### src/rtl/execute_muldiv_pkg.sv
// Shared constants for the execute-stage multiply/divide unit: datapath widths,
// M-extension funct3 encodings and the iterative engine's state encoding.
// Ports: none (package only).
package execute_muldiv_pkg;

  localparam int XLEN  = 32;
  localparam int OPLEN = 10;

  localparam logic [2:0] FUNCT3_MUL    = 3'b000;
  localparam logic [2:0] FUNCT3_MULH   = 3'b001;
  localparam logic [2:0] FUNCT3_MULHSU = 3'b010;
  localparam logic [2:0] FUNCT3_MULHU  = 3'b011;
  localparam logic [2:0] FUNCT3_DIV    = 3'b100;
  localparam logic [2:0] FUNCT3_DIVU   = 3'b101;
  localparam logic [2:0] FUNCT3_REM    = 3'b110;
  localparam logic [2:0] FUNCT3_REMU   = 3'b111;

  typedef enum logic [1:0] {
    MD_IDLE = 2'd0,
    MD_CALC = 2'd1,
    MD_DONE = 2'd2
  } md_state_e;

endpackage

### src/rtl/execute_muldiv_if.sv
// Decode->execute inputs and execute->memoryaccess pipeline outputs of the
// execute_muldiv stage, bundled so the stage connects through one port.
// Modports: master drives decode-side signals, slave is the execute stage.
interface execute_muldiv_if #(
  parameter int XLEN  = execute_muldiv_pkg::XLEN,
  parameter int OPLEN = execute_muldiv_pkg::OPLEN
);

  // decode side
  logic             phase_execute;
  logic             muldiv_op_de;
  logic [2:0]       funct3_md;
  logic [XLEN-1:0]  rs1data_de;
  logic [XLEN-1:0]  rs2data_de;
  logic [XLEN-1:0]  alu_out_pre;
  logic             jump_state_pre;
  logic [OPLEN-1:0] decoded_op_de;
  logic [4:0]       rdsel_de;
  logic [XLEN-1:0]  next_pc_de;

  // execute side
  logic             stall_execute;
  logic [OPLEN-1:0] decoded_op_em;
  logic [4:0]       rdsel_em;
  logic [XLEN-1:0]  next_pc_em;
  logic [XLEN-1:0]  rs2data_em;
  logic [XLEN-1:0]  alu_out_em;
  logic             jump_state_em;

  modport master (
    output phase_execute, muldiv_op_de, funct3_md, rs1data_de, rs2data_de,
           alu_out_pre, jump_state_pre, decoded_op_de, rdsel_de, next_pc_de,
    input  stall_execute, decoded_op_em, rdsel_em, next_pc_em, rs2data_em,
           alu_out_em, jump_state_em
  );

  modport slave (
    input  phase_execute, muldiv_op_de, funct3_md, rs1data_de, rs2data_de,
           alu_out_pre, jump_state_pre, decoded_op_de, rdsel_de, next_pc_de,
    output stall_execute, decoded_op_em, rdsel_em, next_pc_em, rs2data_em,
           alu_out_em, jump_state_em
  );

endinterface

### src/rtl/execute_muldiv_iter.sv
// Radix-2 iterative multiply/divide engine: IDLE -> CALC (XLEN steps) -> DONE,
// with divide-by-zero / signed-overflow short cut straight to DONE.
// Ports: clk, rst_n (async, active-high), start_i/kill_i control, funct3_i,
//        rs1_i/rs2_i operands; busy_o (CALC), done_o (DONE), result_o (valid in DONE).
// Build option: FAST_MUL_EN replaces the multiply iterations with a single
//        combinational XLEN x XLEN product latched in IDLE.
module muldiv_iter #(
  parameter int XLEN = execute_muldiv_pkg::XLEN,
  parameter int CNTW = $clog2(XLEN) + 1
) (
  input  logic            clk,
  input  logic            rst_n,
  input  logic            start_i,
  input  logic            kill_i,
  input  logic [2:0]      funct3_i,
  input  logic [XLEN-1:0] rs1_i,
  input  logic [XLEN-1:0] rs2_i,
  output logic            busy_o,
  output logic            done_o,
  output logic [XLEN-1:0] result_o
);
  import execute_muldiv_pkg::*;

  localparam logic [XLEN-1:0] MIN_NEG = {1'b1, {(XLEN-1){1'b0}}};

  md_state_e         state_q, state_d;
  logic [CNTW-1:0]   cnt_q, cnt_d;
  // Multiply: {partial product, multiplier}. Divide: {remainder, dividend/quotient}.
  logic [2*XLEN-1:0] acc_q, acc_d;
  logic [XLEN-1:0]   opb_q, opb_d;
  logic [2:0]        funct3_q, funct3_d;
  logic              neg_q, neg_d;

  // ---------------- operand conditioning ----------------
  logic            is_div, a_signed, b_signed, a_neg, b_neg;
  logic [XLEN-1:0] abs_a, abs_b;
  logic            div_by_zero, div_ovf;

  assign is_div   = funct3_i[2];
  // MULHSU keeps rs2 unsigned; MUL's low half is sign-agnostic so it runs unsigned.
  assign a_signed = (funct3_i == FUNCT3_MULH) || (funct3_i == FUNCT3_MULHSU) ||
                    (funct3_i == FUNCT3_DIV)  || (funct3_i == FUNCT3_REM);
  assign b_signed = (funct3_i == FUNCT3_MULH) ||
                    (funct3_i == FUNCT3_DIV)  || (funct3_i == FUNCT3_REM);
  assign a_neg    = a_signed & rs1_i[XLEN-1];
  assign b_neg    = b_signed & rs2_i[XLEN-1];
  assign abs_a    = a_neg ? -rs1_i : rs1_i;
  assign abs_b    = b_neg ? -rs2_i : rs2_i;

  assign div_by_zero = is_div && (rs2_i == '0);
  assign div_ovf     = is_div && !funct3_i[0] && (rs1_i == MIN_NEG) && (rs2_i == '1);

  // ---------------- one iteration step ----------------
  logic [XLEN:0]     mul_sum, div_trial, div_diff;
  logic [2*XLEN-1:0] mul_step, div_step;

  // shift-add: conditionally add multiplicand into the upper half, then shift right
  assign mul_sum  = {1'b0, acc_q[2*XLEN-1:XLEN]} + ({(XLEN+1){acc_q[0]}} & {1'b0, opb_q});
  assign mul_step = {mul_sum, acc_q[XLEN-1:1]};

  // restoring divide: shift the next dividend bit into the remainder and try a subtract
  assign div_trial = acc_q[2*XLEN-1:XLEN-1];
  assign div_diff  = div_trial - {1'b0, opb_q};
  assign div_step  = div_diff[XLEN] ? {div_trial[XLEN-1:0], acc_q[XLEN-2:0], 1'b0}
                                    : {div_diff[XLEN-1:0],  acc_q[XLEN-2:0], 1'b1};

  // ---------------- FSM ----------------
  always_ff @(posedge clk or posedge rst_n) begin
    if (rst_n) begin
      state_q  <= MD_IDLE;
      cnt_q    <= '0;
      acc_q    <= '0;
      opb_q    <= '0;
      funct3_q <= '0;
      neg_q    <= 1'b0;
    end else begin
      state_q  <= state_d;
      cnt_q    <= cnt_d;
      acc_q    <= acc_d;
      opb_q    <= opb_d;
      funct3_q <= funct3_d;
      neg_q    <= neg_d;
    end
  end

  always_comb begin
    state_d  = state_q;
    cnt_d    = cnt_q;
    acc_d    = acc_q;
    opb_d    = opb_q;
    funct3_d = funct3_q;
    neg_d    = neg_q;
    case (state_q)
      MD_IDLE: begin
        if (start_i) begin
          funct3_d = funct3_i;
          opb_d    = abs_b;
          acc_d    = {{XLEN{1'b0}}, abs_a};
          cnt_d    = CNTW'(XLEN);
          // remainder follows the dividend; product/quotient follow the sign xor
          neg_d    = (funct3_i[2] && funct3_i[1]) ? a_neg : (a_neg ^ b_neg);
          state_d  = MD_CALC;
          // special cases preload {remainder, quotient} unsigned-uncorrected
          if (div_by_zero) begin
            acc_d   = {rs1_i, {XLEN{1'b1}}};
            neg_d   = 1'b0;
            state_d = MD_DONE;
          end else if (div_ovf) begin
            acc_d   = {{XLEN{1'b0}}, rs1_i};
            neg_d   = 1'b0;
            state_d = MD_DONE;
          end
`ifdef FAST_MUL_EN
          else if (!funct3_i[2]) begin
            acc_d   = {{XLEN{1'b0}}, abs_a} * {{XLEN{1'b0}}, abs_b};
            state_d = MD_DONE;
          end
`endif
        end
      end
      MD_CALC: begin
        if (kill_i) begin
          state_d = MD_IDLE;
        end else begin
          cnt_d = cnt_q - 1'b1;
          acc_d = funct3_q[2] ? div_step : mul_step;
          if (cnt_q == CNTW'(1)) state_d = MD_DONE;
        end
      end
      MD_DONE: state_d = MD_IDLE;
      default: state_d = MD_IDLE;
    endcase
  end

  // ---------------- sign correction and result select ----------------
  logic [2*XLEN-1:0] prod_fix;
  logic [XLEN-1:0]   div_sel, div_fix;

  always_comb begin
    prod_fix = neg_q ? -acc_q : acc_q;
    div_sel  = funct3_q[1] ? acc_q[2*XLEN-1:XLEN] : acc_q[XLEN-1:0];
    div_fix  = neg_q ? -div_sel : div_sel;
    if (funct3_q[2])                   result_o = div_fix;
    else if (funct3_q == FUNCT3_MUL)   result_o = prod_fix[XLEN-1:0];
    else                               result_o = prod_fix[2*XLEN-1:XLEN];
  end

  assign busy_o = (state_q == MD_CALC);
  assign done_o = (state_q == MD_DONE);

endmodule

### src/rtl/execute_muldiv.sv
// Execute-stage result unit: passes ALU/comparator results through in one cycle
// and runs RV32M/RV64M ops on muldiv_iter, stalling the phase machine until done.
// Ports: clk, rst_n (async, active-high), bus (execute_muldiv_if.slave) carrying
//        the *_de inputs, stall_execute and the *_em pipeline registers.
// Build option: FAST_MUL_EN (single-cycle multiply inside muldiv_iter).
module execute_muldiv #(
  parameter int XLEN  = execute_muldiv_pkg::XLEN,
  parameter int OPLEN = execute_muldiv_pkg::OPLEN,
  parameter int CNTW  = $clog2(XLEN) + 1
) (
  input  logic             clk,
  input  logic             rst_n,
  execute_muldiv_if.slave  bus
);
  import execute_muldiv_pkg::*;

  logic            md_start, md_kill, md_busy, md_done;
  logic [XLEN-1:0] md_result;

  assign md_start = bus.phase_execute & bus.muldiv_op_de;
  // leaving the execute phase mid-iteration abandons the op
  assign md_kill  = md_busy & ~bus.phase_execute;

  muldiv_iter #(
    .XLEN (XLEN),
    .CNTW (CNTW)
  ) u_iter (
    .clk      (clk),
    .rst_n    (rst_n),
    .start_i  (md_start),
    .kill_i   (md_kill),
    .funct3_i (bus.funct3_md),
    .rs1_i    (bus.rs1data_de),
    .rs2_i    (bus.rs2data_de),
    .busy_o   (md_busy),
    .done_o   (md_done),
    .result_o (md_result)
  );

  // Held low during reset so the phase machine is not frozen by a half-reset engine.
  assign bus.stall_execute = ~rst_n & md_start & ~md_done;

  logic load_em;
  assign load_em = bus.phase_execute & ~bus.stall_execute;

  logic [OPLEN-1:0] decoded_op_q;
  logic [4:0]       rdsel_q;
  logic [XLEN-1:0]  next_pc_q;
  logic [XLEN-1:0]  rs2data_q;
  logic [XLEN-1:0]  alu_out_q;
  logic             jump_state_q;

  always_ff @(posedge clk or posedge rst_n) begin
    if (rst_n) begin
      decoded_op_q <= '0;
      rdsel_q      <= '0;
      next_pc_q    <= '0;
      rs2data_q    <= '0;
      alu_out_q    <= '0;
      jump_state_q <= 1'b0;
    end else if (load_em) begin
      decoded_op_q <= bus.decoded_op_de;
      rdsel_q      <= bus.rdsel_de;
      next_pc_q    <= bus.next_pc_de;
      rs2data_q    <= bus.rs2data_de;
      // an M op only reaches this load in DONE, so md_result is final here
      alu_out_q    <= bus.muldiv_op_de ? md_result : bus.alu_out_pre;
      jump_state_q <= bus.muldiv_op_de ? 1'b0 : bus.jump_state_pre;
    end
  end

  assign bus.decoded_op_em = decoded_op_q;
  assign bus.rdsel_em      = rdsel_q;
  assign bus.next_pc_em    = next_pc_q;
  assign bus.rs2data_em    = rs2data_q;
  assign bus.alu_out_em    = alu_out_q;
  assign bus.jump_state_em = jump_state_q;

endmodule

### src/flat_wrapper.sv
// flat-port wrapper written by rule: the top's interface ports become plain ports
module execute_muldiv_flat import execute_muldiv_pkg::*;
#(
  parameter int XLEN  = execute_muldiv_pkg::XLEN,
  parameter int OPLEN = execute_muldiv_pkg::OPLEN,
  parameter int CNTW  = $clog2(XLEN) + 1
)
  (clk, rst_n, bus_phase_execute, bus_muldiv_op_de, bus_funct3_md, bus_rs1data_de, bus_rs2data_de, bus_alu_out_pre, bus_jump_state_pre, bus_decoded_op_de, bus_rdsel_de, bus_next_pc_de, bus_stall_execute, bus_decoded_op_em, bus_rdsel_em, bus_next_pc_em, bus_rs2data_em, bus_alu_out_em, bus_jump_state_em);
  execute_muldiv_if #(.XLEN(XLEN), .OPLEN(OPLEN)) bus_i ();
  input  logic clk;
  input  logic rst_n;
  input wire logic [$bits(bus_i.phase_execute)-1:0] bus_phase_execute;
  input wire logic [$bits(bus_i.muldiv_op_de)-1:0] bus_muldiv_op_de;
  input wire logic [$bits(bus_i.funct3_md)-1:0] bus_funct3_md;
  input wire logic [$bits(bus_i.rs1data_de)-1:0] bus_rs1data_de;
  input wire logic [$bits(bus_i.rs2data_de)-1:0] bus_rs2data_de;
  input wire logic [$bits(bus_i.alu_out_pre)-1:0] bus_alu_out_pre;
  input wire logic [$bits(bus_i.jump_state_pre)-1:0] bus_jump_state_pre;
  input wire logic [$bits(bus_i.decoded_op_de)-1:0] bus_decoded_op_de;
  input wire logic [$bits(bus_i.rdsel_de)-1:0] bus_rdsel_de;
  input wire logic [$bits(bus_i.next_pc_de)-1:0] bus_next_pc_de;
  output wire logic [$bits(bus_i.stall_execute)-1:0] bus_stall_execute;
  output wire logic [$bits(bus_i.decoded_op_em)-1:0] bus_decoded_op_em;
  output wire logic [$bits(bus_i.rdsel_em)-1:0] bus_rdsel_em;
  output wire logic [$bits(bus_i.next_pc_em)-1:0] bus_next_pc_em;
  output wire logic [$bits(bus_i.rs2data_em)-1:0] bus_rs2data_em;
  output wire logic [$bits(bus_i.alu_out_em)-1:0] bus_alu_out_em;
  output wire logic [$bits(bus_i.jump_state_em)-1:0] bus_jump_state_em;
  assign bus_i.phase_execute = bus_phase_execute;
  assign bus_i.muldiv_op_de = bus_muldiv_op_de;
  assign bus_i.funct3_md = bus_funct3_md;
  assign bus_i.rs1data_de = bus_rs1data_de;
  assign bus_i.rs2data_de = bus_rs2data_de;
  assign bus_i.alu_out_pre = bus_alu_out_pre;
  assign bus_i.jump_state_pre = bus_jump_state_pre;
  assign bus_i.decoded_op_de = bus_decoded_op_de;
  assign bus_i.rdsel_de = bus_rdsel_de;
  assign bus_i.next_pc_de = bus_next_pc_de;
  assign bus_stall_execute = bus_i.stall_execute;
  assign bus_decoded_op_em = bus_i.decoded_op_em;
  assign bus_rdsel_em = bus_i.rdsel_em;
  assign bus_next_pc_em = bus_i.next_pc_em;
  assign bus_rs2data_em = bus_i.rs2data_em;
  assign bus_alu_out_em = bus_i.alu_out_em;
  assign bus_jump_state_em = bus_i.jump_state_em;
  execute_muldiv #(.XLEN(XLEN), .OPLEN(OPLEN), .CNTW(CNTW)) u_core (.clk(clk), .rst_n(rst_n), .bus(bus_i));
endmodule
### config.mk
export PLATFORM = sky130hd
export DESIGN_NAME = execute_muldiv_flat
export DESIGN_NICKNAME = d
export VERILOG_FILES = /design/src/rtl/execute_muldiv_pkg.sv /design/src/rtl/execute_muldiv_if.sv /design/src/rtl/execute_muldiv_iter.sv /design/src/rtl/execute_muldiv.sv /design/src/flat_wrapper.sv
export SDC_FILE = /design/constraint.sdc
export NUM_CORES = 1
export LEC_CHECK = 0
export CAP_MARGIN = 30
export CORE_ASPECT_RATIO = 0.75
export CORE_MARGIN = 8
export CORE_UTILIZATION = 51
export DETAILED_ROUTE_END_ITERATION = 10
export HOLD_SLACK_MARGIN = 0.15
export MAX_ROUTING_LAYER = met4
export PLACE_DENSITY_LB_ADDON = 0.08
export SLEW_MARGIN = 10
export SYNTH_ARGS = -nofsm -noshare
export SYNTH_HDL_FRONTEND = slang
export SYNTH_SLANG_ARGS = --single-unit
### constraint.sdc
create_clock -name clk -period 7.25 [get_ports clk]
set_input_delay 1.45 -clock clk [delete_from_list [all_inputs] [get_ports clk]]
set_output_delay 1.45 -clock clk [all_outputs]
set_load 0.02 [all_outputs]
Run 1, met1 routing:
(1.5 px per um) Supply wires on this layer in gray.
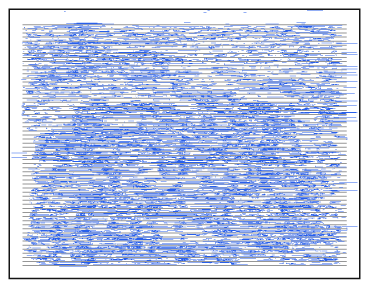
longest straight run = 55.7 um
share of all routed wire = 43%
nets with wire on the layer = 2543
main direction = horizontal
wire length on this layer = 28.9 mm
routed wire length: 67.04 mm
via count: 18450
met1 Use GR: 43.72%

Run 1, signal wires on met2:
(1 px per um) Cells faint in the background.
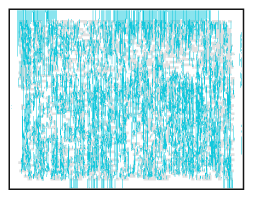
share of all routed wire = 44%
longest straight run = 103 um
wire length on this layer = 29.7 mm
nets with wire on the layer = 2206

Run 1, M3 wires:
(1.5 px per um)
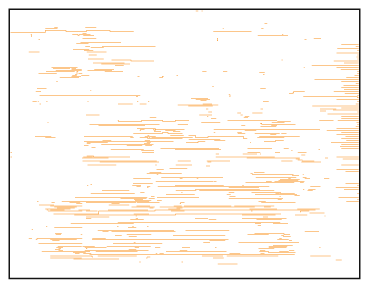
main direction = horizontal
wire length on this layer = 6060 um
GR Util met3: 5.547%

==> flow_metrics.tcl, run 1 <==
# collected from the flow reports
set metrics [dict create \
    ioPinCount 264 \
    synth_cell_types 84 \
    drtPass1Iterations 6 \
    globalRoute.busiestLayer "met2" \
    stdcell_area_um2 21760 \
    cp.depth 12 \
    ys_sh_aoi_pct 22.24 \
    hp-class "register to register" \
    clkSinkCount 220 \
    wl_met1_mm 28.85 \
    dp_slack_ns 1.436 \
    dr_wl_met3_mm 6.064 \
    worst_slack_ns 1.882 \
    crit_slowest_cell "and2_1" \
    fillers 3106 \
    slew_headroom_pct 29.71 \
    gr-usage-all-layers_pct 31.90 \
    antenna_left 0 \
    syn_inst 2358 \
    endpoint_kind "register" \
    wl_per_cell_um 22.40 \
    core_area_um2 34700 \
    post-synth-top-area-cell "dfrtp_1" \
    antenna_found_initial 0 \
    grt_setup_unrepaired "false" \
    cts_tree "done" \
    ys_area_um2 17960 \
    combPwrFrac_pct 57.6 \
    synthAdderAreaFrac_pct 5.168 \
    ys_sh_simple_pct 22.89 \
    path_class "primary input to register" \
    met2_usage_pct 47.11 \
    warnings 28 \
    clk_latency_ns 0.56 \
    cp_common_cell "or3_1" \
    synth_area_um2 17960 \
    dieArea_um2 41550 \
    reg2regPathDepth 14 \
    ys_warn_count 0 \
    top_logic_kind "simple AND/OR/NAND/NOR gates" \
    initCoreUtil_pct 51.78 \
    setup_tns_ns 0 \
    p_sw_share_pct 49.12 \
    startpoint_type "primary input" \
    cap_violations 0 \
    hold_ws_ns 0.4736 \
    status "completed" \
    cts_buffers 26 \
    cts_resized 0 \
    p_int_mw 4.350 \
]
[run 1: worst paths after layout]
path | startpoint | endpoint | slack (ns)
max in group asynchronous | rst_n | u_core.u_iter.acc_q[40] | 4.77
worst max register to register | u_core.u_iter.acc_q[0] | u_core.u_iter.acc_q[63] | 2.08
worst min register to register | u_core.bus.next_pc_em[23] | u_core.bus.next_pc_em[23] | 0.47
worst max-delay path | bus_rs2data_de[21] | u_core.u_iter.acc_q[37] | 1.88
min in group asynchronous | rst_n | u_core.bus.next_pc_em[8] | 1.27
worst min-delay path | u_core.bus.next_pc_em[23] | u_core.bus.next_pc_em[23] | 0.47
[run 1: cell type report]
cell class / instances / area, um^2 / share of cell area, %
timing repair buffer: 297 / 2948 / 13.55
clock buffer: 31 / 689.4 / 3.168
inverter: 66 / 251.5 / 1.156
tap: 457 / 571.8 / 2.628
multi-input combinational: 1906 / 11580 / 53.24
clock inverter: 15 / 203.9 / 0.9372
sequential: 220 / 5512 / 25.33
[run 1: sequential cells by signal (all words and copies together), names as in the netlist]
| signal | count |
|---|---|
| u_core.u_iter.cnt_q | 6 |
| u_core.bus.alu_out_em | 32 |
| u_core.u_iter.opb_q | 32 |
| u_core.bus.jump_state_em | 1 |
| u_core.u_iter.acc_q | 64 |
| u_core.bus.rs2data_em | 32 |
| u_core.u_iter.funct3_q | 3 |
| u_core.bus.decoded_op_em | 10 |
| u_core.u_iter.state_q | 2 |
| u_core.bus.rdsel_em | 5 |
| u_core.bus.next_pc_em | 32 |
| u_core.u_iter.neg_q | 1 |
[run 1: through the flow]
step / instances / power (mW)
finish: 2992 / 8.550
global route: 2992 / 9.112
CTS: 2989 / 8.441
detailed placement: 2943 / 7.019
global placement: 2942 / 6.922
floorplan: 2358 / 5.444
==> run 1 -> run 2 <==
--- a/config.mk
+++ b/config.mk
@@ -8,7 +8,7 @@
 export CAP_MARGIN = 30
 export CORE_ASPECT_RATIO = 0.75
 export CORE_MARGIN = 8
-export CORE_UTILIZATION = 51
+export CORE_UTILIZATION = 55
 export DETAILED_ROUTE_END_ITERATION = 10
 export HOLD_SLACK_MARGIN = 0.15
 export MAX_ROUTING_LAYER = met4
==> constraint.sdc (replaced) <==
create_clock -name clk -period 5.1 [get_ports clk]
set_input_delay 1.02 -clock clk [delete_from_list [all_inputs] [get_ports clk]]
set_output_delay 1.02 -clock clk [all_outputs]
set_load 0.02 [all_outputs]
Run 2, metal 4:
(1.5 px per um) Supply wires on this layer in gray.
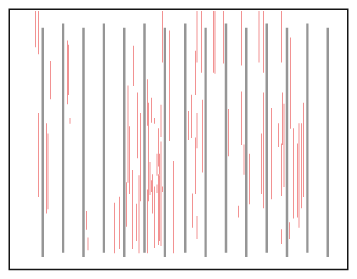
longest straight run = 76.8 um
nets with wire on the layer = 69
wire length on this layer = 2850 um

Run 2, signal wires on met2:
(1 px per um) Cells faint in the background.
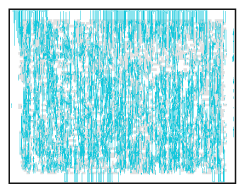
longest straight run = 86.4 um
share of all routed wire = 44%
wire length on this layer = 28.8 mm
nets with wire on the layer = 2251

==> run 2 against run 1 <==
Clock-buffer cell count increased by 2. Total power increased by 43%. Synthesized cell count unchanged. Global-route usage increased by 1.4 points. Hold slack got worse by 0.0010 ns. Via count increased by 0.95%. Critical path depth increased by 3. Clock skew decreased by 0.017 ns. Die area decreased by 6.7%. Cell area increased by 0.54%. Core utilization increased by 5.0 points.
==> flow_metrics.tcl, run 2 <==
# collected from the flow reports
set metrics [dict create \
    endpoint_kind "register" \
    path_class "register to register" \
    clkSinkCount 220 \
    crit_slowest_cell "a211oi_1" \
    clk_latency_ns 0.55 \
    slew_headroom_pct 41.19 \
    antenna_found_initial 0 \
    p_int_mw 6.231 \
    cts_tree "done" \
    ys_warn_count 0 \
    stdcell_area_um2 21880 \
    antenna_left 0 \
    vias 18620 \
    cts_buffers 25 \
    p_sw_share_pct 49.09 \
    ioPinCount 264 \
    drtPass1Iterations 7 \
    initCoreUtil_pct 55.61 \
    wirelength_mm 65.63 \
    synth_area_um2 17960 \
    timing.rr.end "u_core.u_iter.acc_q[63]" \
    status "completed" \
    seqCellArea_um2 5512 \
    cp.depth 15 \
    synthAdderAreaFrac_pct 5.168 \
]
Run 2, cell outlines without signal wires:
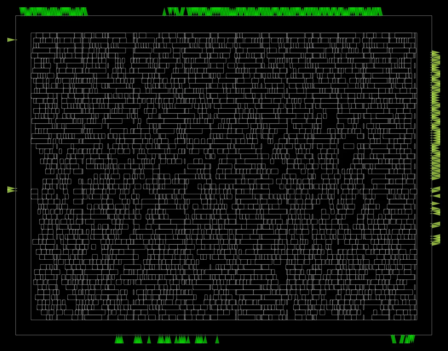
final core utilization: 67.72%
Finished Layout Cells: 2994
Fillers: 2811

run 2: cell counts after synthesis:
Identical to the previous run, type by type.
run 2: layer usage:
layer / vias to the layer above / GRT usage, % / routed length, um
li1: 8676 / - / -
met1: 8846 / 44.16 / 27100
met2: 928 / 49.65 / 28840
met3: 173 / 6.849 / 6830
met4: 0 / 12.63 / 2853
met5: - / - / 0
run 2: cell type report:
type | count | share of cell area, %
inverters | 66 | 1.149
well taps | 442 | 2.528
multi-input cells | 1906 | 52.96
clock inverters | 12 | 0.8521
repair buffers | 315 | 14.14
flip-flops and latches | 220 | 25.19
clock buffers | 33 | 3.180
run 2: how the worst min path moves through the flow:
stage,startpoint,endpoint,depth (start not counted)
5_1_grt,u_core.bus.rs2data_em[3],u_core.bus.rs2data_em[3],2
3_5_place_dp,u_core.bus.decoded_op_em[7],u_core.bus.decoded_op_em[7],2
6_report,u_core.bus.decoded_op_em[5],u_core.bus.decoded_op_em[5],2
3_3_place_gp,u_core.bus.jump_state_em,u_core.bus.jump_state_em,2
4_1_cts,u_core.bus.next_pc_em[29],u_core.bus.next_pc_em[29],2
2_1_floorplan,u_core.u_iter.opb_q[10],u_core.u_iter.opb_q[10],2
run 2: per-stage QoR:
step / util [%] / power, mW / hold WS (ns)
2_1_floorplan: - / 7.739 / 0.4498
3_3_place_gp: 64.84 / 9.902 / 0.4510
3_5_place_dp: 64.93 / 10.02 / 0.4610
4_1_cts: 67.66 / 12.02 / 0.4762
5_1_grt: 67.72 / 12.95 / 0.4886
6_report: 67.72 / 12.24 / 0.4726
run 2: cells by family (layout without fill, tap and decap cells):
kind of cell,after synthesis,after routing
XOR/XNOR,201,201
adder cells (fa/ha/maj),73,73
AND-OR/OR-AND,656,656
flip-flops,220,220
multiplexers,74,74
buffers and inverters,232,426
AND/OR/NAND/NOR,902,902
Run 2, met1 routing:
(1.5 px per um) Supply wires on this layer in gray.
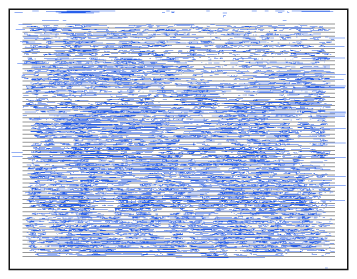

==> run 2 -> run 3 <==
--- a/config.mk
+++ b/config.mk
@@ -13,6 +13,7 @@
 export HOLD_SLACK_MARGIN = 0.15
 export MAX_ROUTING_LAYER = met4
 export PLACE_DENSITY_LB_ADDON = 0.08
+export SETUP_SLACK_MARGIN = 0.05
 export SLEW_MARGIN = 10
 export SYNTH_ARGS = -nofsm -noshare
 export SYNTH_HDL_FRONTEND = slang
Run 3, met1 routing:
(1.5 px per um) Supply wires on this layer in gray.
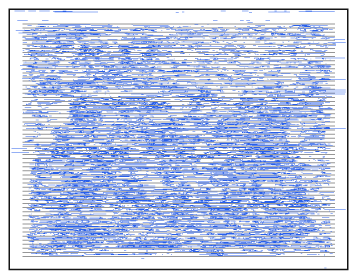
share of all routed wire = 41%
wire length on this layer = 26.9 mm
nets with wire on the layer = 2538
main direction = horizontal

Run 3, M3 wires:
(1.5 px per um)
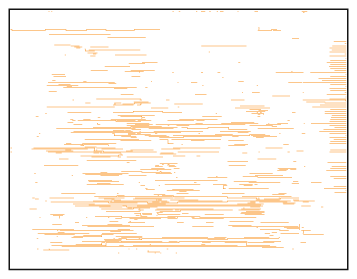
via count: 18560
routed wire length: 65.67 mm
GR Util met3: 8.192%

Run 3, cell outlines without signal wires:
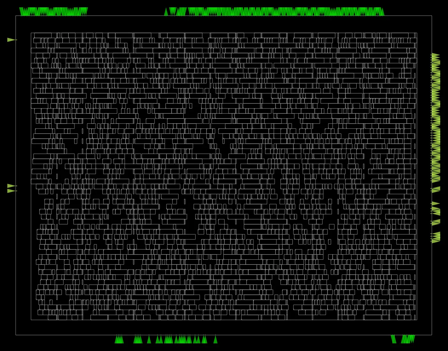
Finished Layout Cells: 2990
Seq/total area: 25.27%
num rows: 57

==> run 3 against run 2 <==
Maximum frequency increased by 3.0%. Largest cell class unchanged. Combinational power is 3% lower. Area after synthesis is the same. Synthesized cell count is the same. Register-to-register slack better by 0.13 ns. Critical endpoint unchanged. Cell area shrank 0.30%. First-iteration DRC count up 2.0%. Via count decreased by 0.35%. Sequential power increased by 4%.
==> flow_metrics.tcl, run 3 <==
# collected from the flow reports
set metrics [dict create \
    setup_tns_ns 0 \
    gr-usage-all-layers_pct 33.59 \
    endpoint_kind "register" \
    top_logic_kind "simple AND/OR/NAND/NOR gates" \
    antenna_found_initial 1 \
    hp-class "register to register" \
    cts_tree "done" \
    wl_per_cell_um 21.96 \
    path_class "register to register" \
    final-nonclk-buf-share_pct 14.14 \
    status "completed" \
    ys_sh_simple_pct 22.89 \
    cap_violations 0 \
    seqCellArea_um2 5512 \
    warnings 28 \
    ys_sh_aoi_pct 22.24 \
    slew_headroom_pct 33.08 \
    crit_slowest_cell "a311oi_1" \
    cts_buffers 25 \
    largest_class "combinational gates" \
    min_delay_worst_endpoint "u_core.bus.alu_out_em[13]" \
    top_register "u_core.u_iter.acc_q" \
    antenna_left 0 \
    initCoreUtil_pct 55.61 \
    combPwrFrac_pct 58.0 \
    ys_warn_count 0 \
    clock_buffers 33 \
    holdPathStages 1 \
    fillers 2771 \
    clock_area_share_pct 3.780 \
    seq_cells 220 \
    numPlacedInstances 2940 \
    reg2reg_from "u_core.u_iter.acc_q[0]" \
    inverters 66 \
    tap-cell-count 442 \
    synth_area_um2 17960 \
    p_int_mw 6.125 \
    rrSetupSlack_ns 0.85 \
    timing.rr.end "u_core.u_iter.acc_q[63]" \
    reg2regPathDepth 15 \
]
## run 3: stage by stage
step           hold WS (ns)  util, %  setup WS (ns)  power [mW]  instance area [um^2]
2_1_floorplan        0.4498        -        0.07552       7.740                 17970
3_3_place_gp         0.4562    64.73         0.6013       9.810                 20910
3_5_place_dp         0.4612    64.75         0.5682       9.932                 20920
4_1_cts              0.4763    67.30         0.9438       11.85                 21740
5_1_grt              0.4904    67.52         0.6495       12.80                 21810
6_report             0.4746    67.52         0.8470       12.06                 21810
## run 3: how the worst max path moves through the flow
| stage | start | end | slack (ns) | depth (start not counted) |
|---|---|---|---|---|
| after global placement | bus_rs2data_de[21] | u_core.u_iter.acc_q[37] | 0.60 | 13 |
| after global routing | u_core.u_iter.acc_q[0] | u_core.u_iter.acc_q[63] | 0.65 | 15 |
| after CTS | u_core.u_iter.funct3_q[1] | u_core.bus.alu_out_em[28] | 0.94 | 10 |
| after floorplan | u_core.u_iter.funct3_q[1] | u_core.bus.alu_out_em[28] | 0.08 | 18 |
| final | u_core.u_iter.acc_q[0] | u_core.u_iter.acc_q[63] | 0.85 | 15 |
| after detailed placement | bus_rs2data_de[21] | u_core.u_iter.acc_q[37] | 0.57 | 13 |
## run 3: worst reg2reg max path: stages, from the launching register on
cell       delay, ns
dfrtp_1         0.48
inv_1           0.26
buf_4           0.28
nor2_1          0.08
ha_1            0.34
a211oi_1        0.36
o21ai_1         0.23
a21oi_1         0.30
a2111oi_0       0.19
a211oi_1        0.25
buf_4           0.19
o21ai_1         0.11
a311oi_1        0.53
o21ai_0         0.24
a21oi_1         0.18
o32ai_1         0.11
## run 3: routing by layer
metal	global-route usage [%]	wire length (um)	up-vias
met4	14.45	3276	0
met2	49.39	28640	926
met1	43.63	26870	8777
li1	-	-	8676
met5	-	0	-
met3	8.192	6885	179
Power figures rest on the tool's default switching activity, not on a simulated workload.
